--- src/rtl/menu_bg_gen.sv ---
// Raster timing generator with a registered background pattern (noise-wave, solid,
// colour bars, grey gradient) for the MENU pixel domain, ahead of the OSD overlay.
module menu_bg_gen #(
   parameter int H_TOTAL      = 640,
   parameter int H_BL_START   = 310,
   parameter int H_BL_END     = 420,
   parameter int H_SYNC_START = 336,
   parameter int H_SYNC_END   = 368,
   parameter int V_TOTAL      = 312,
   parameter int V_BL_START   = 306,
   parameter int V_BL_END     = 2,
   parameter int V_SYNC_START = 308,
   parameter int V_SYNC_END   = 0,
   parameter int DW           = 6,
   parameter int NOISE_BITS   = 3,
   parameter int SCROLL_STEP  = 6,
   parameter int BAR_SHIFT    = 4,
   parameter int GRAD_SHIFT   = 1
) (
   input  logic            clk_pix,
   input  logic            reset_n,
   input  logic [1:0]      mode,
   input  logic [3*DW-1:0] color,
   input  logic            freeze,
   output logic [DW-1:0]   r,
   output logic [DW-1:0]   g,
   output logic [DW-1:0]   b,
   output logic            hs,
   output logic            vs,
   output logic            hblank,
   output logic            vblank,
   output logic            de,
   output logic            frame_start
);

   localparam int HW = $clog2(H_TOTAL);
   localparam int VW = $clog2(V_TOTAL);

   localparam logic [HW-1:0] H_LAST = HW'(H_TOTAL - 1);
   localparam logic [HW-1:0] HBS    = HW'(H_BL_START);
   localparam logic [HW-1:0] HBE    = HW'(H_BL_END);
   localparam logic [HW-1:0] HSS    = HW'(H_SYNC_START);
   localparam logic [HW-1:0] HSE    = HW'(H_SYNC_END);
   localparam logic [HW-1:0] X_WRAP = HW'(H_TOTAL - H_BL_END);
   localparam logic [VW-1:0] V_LAST = VW'(V_TOTAL - 1);
   localparam logic [VW-1:0] VBS    = VW'(V_BL_START);
   localparam logic [VW-1:0] VBE    = VW'(V_BL_END);
   localparam logic [VW-1:0] VSS    = VW'(V_SYNC_START);
   localparam logic [VW-1:0] VSE    = VW'(V_SYNC_END);
   localparam logic [DW-1:0] MID    = DW'(1) << (DW - 1);

   typedef enum logic [1:0] {
      PAT_WAVE  = 2'd0,
      PAT_SOLID = 2'd1,
      PAT_BARS  = 2'd2,
      PAT_GRAD  = 2'd3
   } pat_e;

   logic [HW-1:0]   hc;
   logic [VW-1:0]   vc;
   logic [7:0]      phase;
   logic [22:0]     lfsr;
   pat_e            mode_q;
   logic [3*DW-1:0] color_q;

   logic [HW-1:0]   hc_next;
   logic [VW-1:0]   vc_next;
   logic            h_last;
   logic            frame_wrap;
   logic            hblank_next;
   logic            vblank_next;
   logic            hs_next;
   logic            vs_next;
   logic            de_next;
   logic [HW-1:0]   x;
   logic [7:0]      vc8;
   logic [7:0]      idx;
   logic [6:0]      wave;
   logic [DW-1:0]   base;
   logic [DW-1:0]   noise;
   logic [DW-1:0]   wave_pix;
   logic [2:0]      bar_k;
   logic [DW-1:0]   grad_pix;
   logic [DW-1:0]   pix_r;
   logic [DW-1:0]   pix_g;
   logic [DW-1:0]   pix_b;

   // Set takes priority so a misconfigured set==clear pair leaves the flag asserted.
   function automatic logic edge_flag(input logic cur, input logic set, input logic clr);
      return set ? 1'b1 : (clr ? 1'b0 : cur);
   endfunction

   always_comb begin
      // NOTE: every always_comb output gets a default first so no path infers a latch.
      vc_next    = vc;
      h_last     = (hc == H_LAST);
      frame_wrap = h_last && (vc == V_LAST);
      hc_next    = h_last ? '0 : hc + HW'(1);
      if (h_last)
         vc_next = (vc == V_LAST) ? '0 : vc + VW'(1);

      // Horizontal flags act on the column; vertical flags act on the last column of a line.
      hblank_next = edge_flag(hblank, hc == HBS, hc == HBE);
      hs_next     = edge_flag(hs, hc == HSS, hc == HSE);
      vblank_next = h_last ? edge_flag(vblank, vc == VBS, vc == VBE) : vblank;
      vs_next     = h_last ? edge_flag(vs, vc == VSS, vc == VSE) : vs;
      de_next     = !hblank_next && !vblank_next;
   end

   always_comb begin
      x        = (hc >= HBE) ? hc - HBE : hc + X_WRAP;
      vc8      = 8'(vc);
      idx      = phase + {vc8[5:0], 2'b00};
      wave     = idx[7] ? ~idx[6:0] : idx[6:0];
      base     = MID + DW'(wave >> (8 - DW));
      noise    = DW'(lfsr[NOISE_BITS-1:0]);
      wave_pix = (base >= noise) ? base - noise : '0;
      bar_k    = 3'(x >> BAR_SHIFT);
      grad_pix = DW'(x >> GRAD_SHIFT);
   end

   always_comb begin
      pix_r = '0;
      pix_g = '0;
      pix_b = '0;
      case (mode_q)
         PAT_WAVE: begin
            pix_r = wave_pix;
            pix_g = wave_pix;
            pix_b = wave_pix;
         end
         PAT_SOLID: {pix_r, pix_g, pix_b} = color_q;
         PAT_BARS: begin
            pix_r = {DW{~bar_k[2]}};
            pix_g = {DW{~bar_k[1]}};
            pix_b = {DW{~bar_k[0]}};
         end
         PAT_GRAD: begin
            pix_r = grad_pix;
            pix_g = grad_pix;
            pix_b = grad_pix;
         end
         default: ;
      endcase
      if (!de_next) begin
         pix_r = '0;
         pix_g = '0;
         pix_b = '0;
      end
   end

   // Raster position, scroll phase, noise source and per-frame pattern selection.
   always_ff @(posedge clk_pix or negedge reset_n) begin
      if (!reset_n) begin
         hc      <= '0;
         vc      <= '0;
         phase   <= '0;
         lfsr    <= 23'h7FFFFF;
         mode_q  <= PAT_WAVE;
         color_q <= '0;
      end else begin
         // NOTE: state uses non-blocking assignments so every register samples pre-edge values.
         hc   <= hc_next;
         vc   <= vc_next;
         lfsr <= {lfsr[21:0], lfsr[22] ^ lfsr[17]};
         if (frame_wrap) begin
            mode_q  <= pat_e'(mode);
            color_q <= color;
            if (!freeze)
               phase <= phase + 8'(SCROLL_STEP);
         end
      end
   end

   always_ff @(posedge clk_pix or negedge reset_n) begin
      if (!reset_n) begin
         hblank      <= 1'b1;
         vblank      <= 1'b1;
         hs          <= 1'b0;
         vs          <= 1'b0;
         de          <= 1'b0;
         frame_start <= 1'b0;
         r           <= '0;
         g           <= '0;
         b           <= '0;
      end else begin
         hblank      <= hblank_next;
         vblank      <= vblank_next;
         hs          <= hs_next;
         vs          <= vs_next;
         de          <= de_next;
         frame_start <= frame_wrap;
         r           <= pix_r;
         g           <= pix_g;
         b           <= pix_b;
      end
   end

endmodule

--- config.mk ---
export PLATFORM = sky130hd
export DESIGN_NAME = menu_bg_gen
export DESIGN_NICKNAME = d
export VERILOG_FILES = /design/src/rtl/menu_bg_gen.sv
export SDC_FILE = /design/constraint.sdc
export NUM_CORES = 1
export LEC_CHECK = 0
export CAP_MARGIN = 20
export CORE_MARGIN = 5
export CORE_UTILIZATION = 30
export CTS_CLUSTER_DIAMETER = 50
export CTS_CLUSTER_SIZE = 8
export DETAILED_ROUTE_END_ITERATION = 12
export SYNTH_ARGS = -nofsm -noshare
export SYNTH_HDL_FRONTEND = slang
export SYNTH_SLANG_ARGS = --single-unit
--- constraint.sdc ---
create_clock -name clk_pix -period 4.32 [get_ports clk_pix]
set_input_delay 0.864 -clock clk_pix [delete_from_list [all_inputs] [get_ports clk_pix]]
set_output_delay 0.864 -clock clk_pix [all_outputs]
set_load 0.02 [all_outputs]
**Layout detail**

The bar under the picture is 5 um long. Region (55, 81) to (75, 101) um. Cells in gray, sequential cells in the stronger gray; small squares are vias.
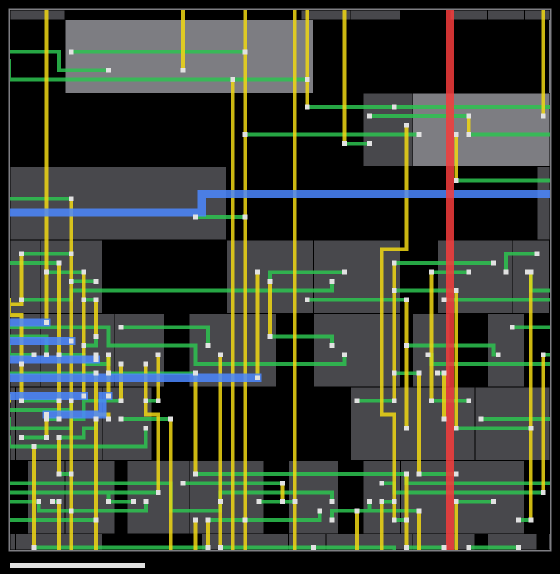
color	layer
red	met4
yellow	met2
blue	met3
green	met1
sequential cells in the window	2
cells with their middle in the window	27
netlist names of flops here include	`g` (1), `phase` (1)
most frequent	a21oi_1 (4), inv_1 (4)

**Wiring by layer**

The bar under the picture is 50 um long.
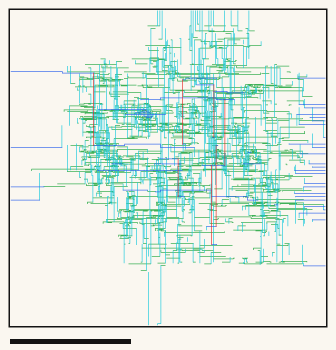
color	layer	wire length
green	met1	4240 um
red	met4	187 um
blue	met3	613 um
cyan	met2	4200 um
sum of routed wire length over all layers: 9240 um
total global routing track utilization: 0.117
average detailed-routed wire length per instance: 14.6 um
number of vias after detailed routing: 3025

==> flow_summary.ini <==
; flow metrics
[final_timing]
slew_viol_final = 0
setup_viol = 0
post-route-period-util = 0.773
layout_min_cycle_time_ps = 3340
worst_pin_slew_ps = 1040
clock.fmax_mhz = 299

[grt]
globalRouteMet1Util = 0.156
met3_usage = 0.0411
grt_start_max_net_pins = 69
layer_with_the_highest_usage_after_global_routing = met2
grt_use_met2 = 0.178

[routing]
firstDrtPassIters = 4
drtIter0Drc = 252
highest_layer = met4
met3RoutedLength_um = 613

[floorplanning]
die_area_um2 = 17000
io_pins = 47
chipHeight_um = 130
core-area_um2 = 14400
die_x_um = 130
initial_core_util = 0.303
placement_rows = 44
tap-cell-count = 184

[final_layout]
area.growth.synth_to_final_pct = 20.7
layout.area.top_class = sequential cells
seq_area_um2 = 2360
sequential_share_of_cell_area = 0.449
clkCellAreaFrac = 0.0521
layout.area.comb_um2 = 1830
final.signal_buffer_count = 48
number_of_clock_buffer_instances_in_the_layout = 9
seq_cell_count = 93
comb_cells = 265
final_cell_count_no_fill = 631

[synthesis]
postSynthRegisterBits = 93
async_flop_share = 1.00
ys_dominant_reg_cell = dfrtp_1
synth.yosys.chip_area_um2 = 4360
synth.yosys.num_cells = 399
synth_area_um2 = 4360
syn_nets = 443
number_of_synthesized_flops_with_an_enable_pin = 0

[placement]
io_buffer_count = 46
gp_congestion = 0.853
place.detailed.instances = 615

[clock_network]
cts_resized = 0
cts.repair_timing.setup_buffer_count = 0
clkSlewWorstSetupHoldPaths_ps = 70
max-clock-path-buffers = 2

[power]
p_int_mw = 1.29
sw_frac_of_total = 0.221
p_sw_mw = 0.365
power_per_cell_area_nw_per_um2 = 314
power.share.clock = 0.442
power_leakage_nw = 2.24

[run]
max_cap_violations = 0
count_of_tool_warnings = 33

[worst_setup_path]
worst_ep_required_time_ps = 4510
timing.reg2reg.setup_slack_ps = 980

[run_status]
status = finished clean
-- power by group through the flow --
stage / sequential, mW / combinational (mW) / clock (mW)
global placement: 0.891 / 0.0463 / 0
finish: 0.875 / 0.0462 / 0.730
floorplan: 0.890 / 0.00711 / 0
detailed placement: 0.891 / 0.0476 / 0
global route: 0.875 / 0.0534 / 0.793
CTS: 0.875 / 0.0480 / 0.753
-- cell usage after synthesis, types with 4 or more instances --
cell type,number,area share
dfrtp_1,68,0.39
nand2_1,33,0.028
a21oi_1,30,0.034
dfstp_2,25,0.15
inv_1,25,0.022
o21ai_0,23,0.026
xnor2_1,23,0.046
nor2_1,22,0.019
ha_1,19,0.055
mux2_2,14,0.036
clkbuf_1,9,0.0078
nand3_1,9,0.010
nor3_1,9,0.010
xor2_1,9,0.018
a31oi_1,7,0.010
nand4_1,7,0.010
a211oi_1,5,0.0086
buf_2,5,0.0057
a211o_1,4,0.0080
nand2b_1,4,0.0057
-- stage by stage --
| step | util | setup WS [ps] | area, um2 | hold slack, ps | power, mW |
|---|---|---|---|---|---|
| 4_1_cts | 0.366 | 976 | 5260 | 355 | 1.68 |
| 3_5_place_dp | 0.347 | 1010 | 4980 | 347 | 0.938 |
| 6_report | 0.366 | 979 | 5260 | 354 | 1.65 |
| 5_1_grt | 0.366 | 706 | 5260 | 357 | 1.72 |
| 2_1_floorplan | - | 1330 | 4360 | 345 | 0.898 |
| 3_3_place_gp | 0.347 | 1170 | 4980 | 346 | 0.937 |
-- worst max-delay path, cell delays in order (launching register included) --
cell	delay [ps]
dfrtp_1	460
ha_1	420
a21oi_1	280
o21ai_0	130
a21oi_1	190
xnor2_1	220
xor2_1	240
inv_1	90
fa_1	430
inv_1	70
a21oi_1	70
mux2i_1	190
xor2_1	280
a211oi_1	130
-- path summary, 6_finish.rpt --
| check | end | depth (start not counted) | start |
|---|---|---|---|
| setup / recovery | g[4]$_DFF_PN0_ | 13 | vc[3]$_DFFE_PN0N_ |
| setup reg to reg | g[4]$_DFF_PN0_ | 13 | vc[3]$_DFFE_PN0N_ |
| max in group asynchronous | vblank$_DFF_PN1_ | 2 | reset_n |
| min in group asynchronous | color_q[10]$_DFFE_PN0P_ | 1 | reset_n |
| hold / removal | lfsr[13]$_DFF_PN1_ | 0 | lfsr[12]$_DFF_PN1_ |
| hold reg to reg | lfsr[13]$_DFF_PN1_ | 0 | lfsr[12]$_DFF_PN1_ |
-- flip-flops by register name (all words and copies together), names as in the netlist --
name and cells:
lfsr 23, color_q 18, hc 10, vc 9
phase 7, b 6, g 6, r 6
mode_q 2, de 1, frame_start 1, hblank 1
hs 1, vblank 1, vs 1
-- kinds of logic (layout without fill, tap and decap cells) --
group           after synthesis  in the layout  synth area share
mux                          16             16            0.0408
flops                        93             93             0.542
simple gates                110            110             0.131
compound gates               86             86             0.119
fa+ha+maj                    21             21            0.0638
buf+inv                      41             89            0.0394
xor+xnor                     32             32            0.0643
-- placed cells by master (no fill, tap or decap), types with 19 or more instances in the layout --
cell type and instances:
dfstp_2 25, a21oi_1 30, ha_1 19, dfrtp_1 68, nand2_1 33, xnor2_1 23, inv_1 25, nor2_1 21
o21ai_0 23, clkdlybuf4s50_1 45
Power is estimated from default activity; no workload was simulated.
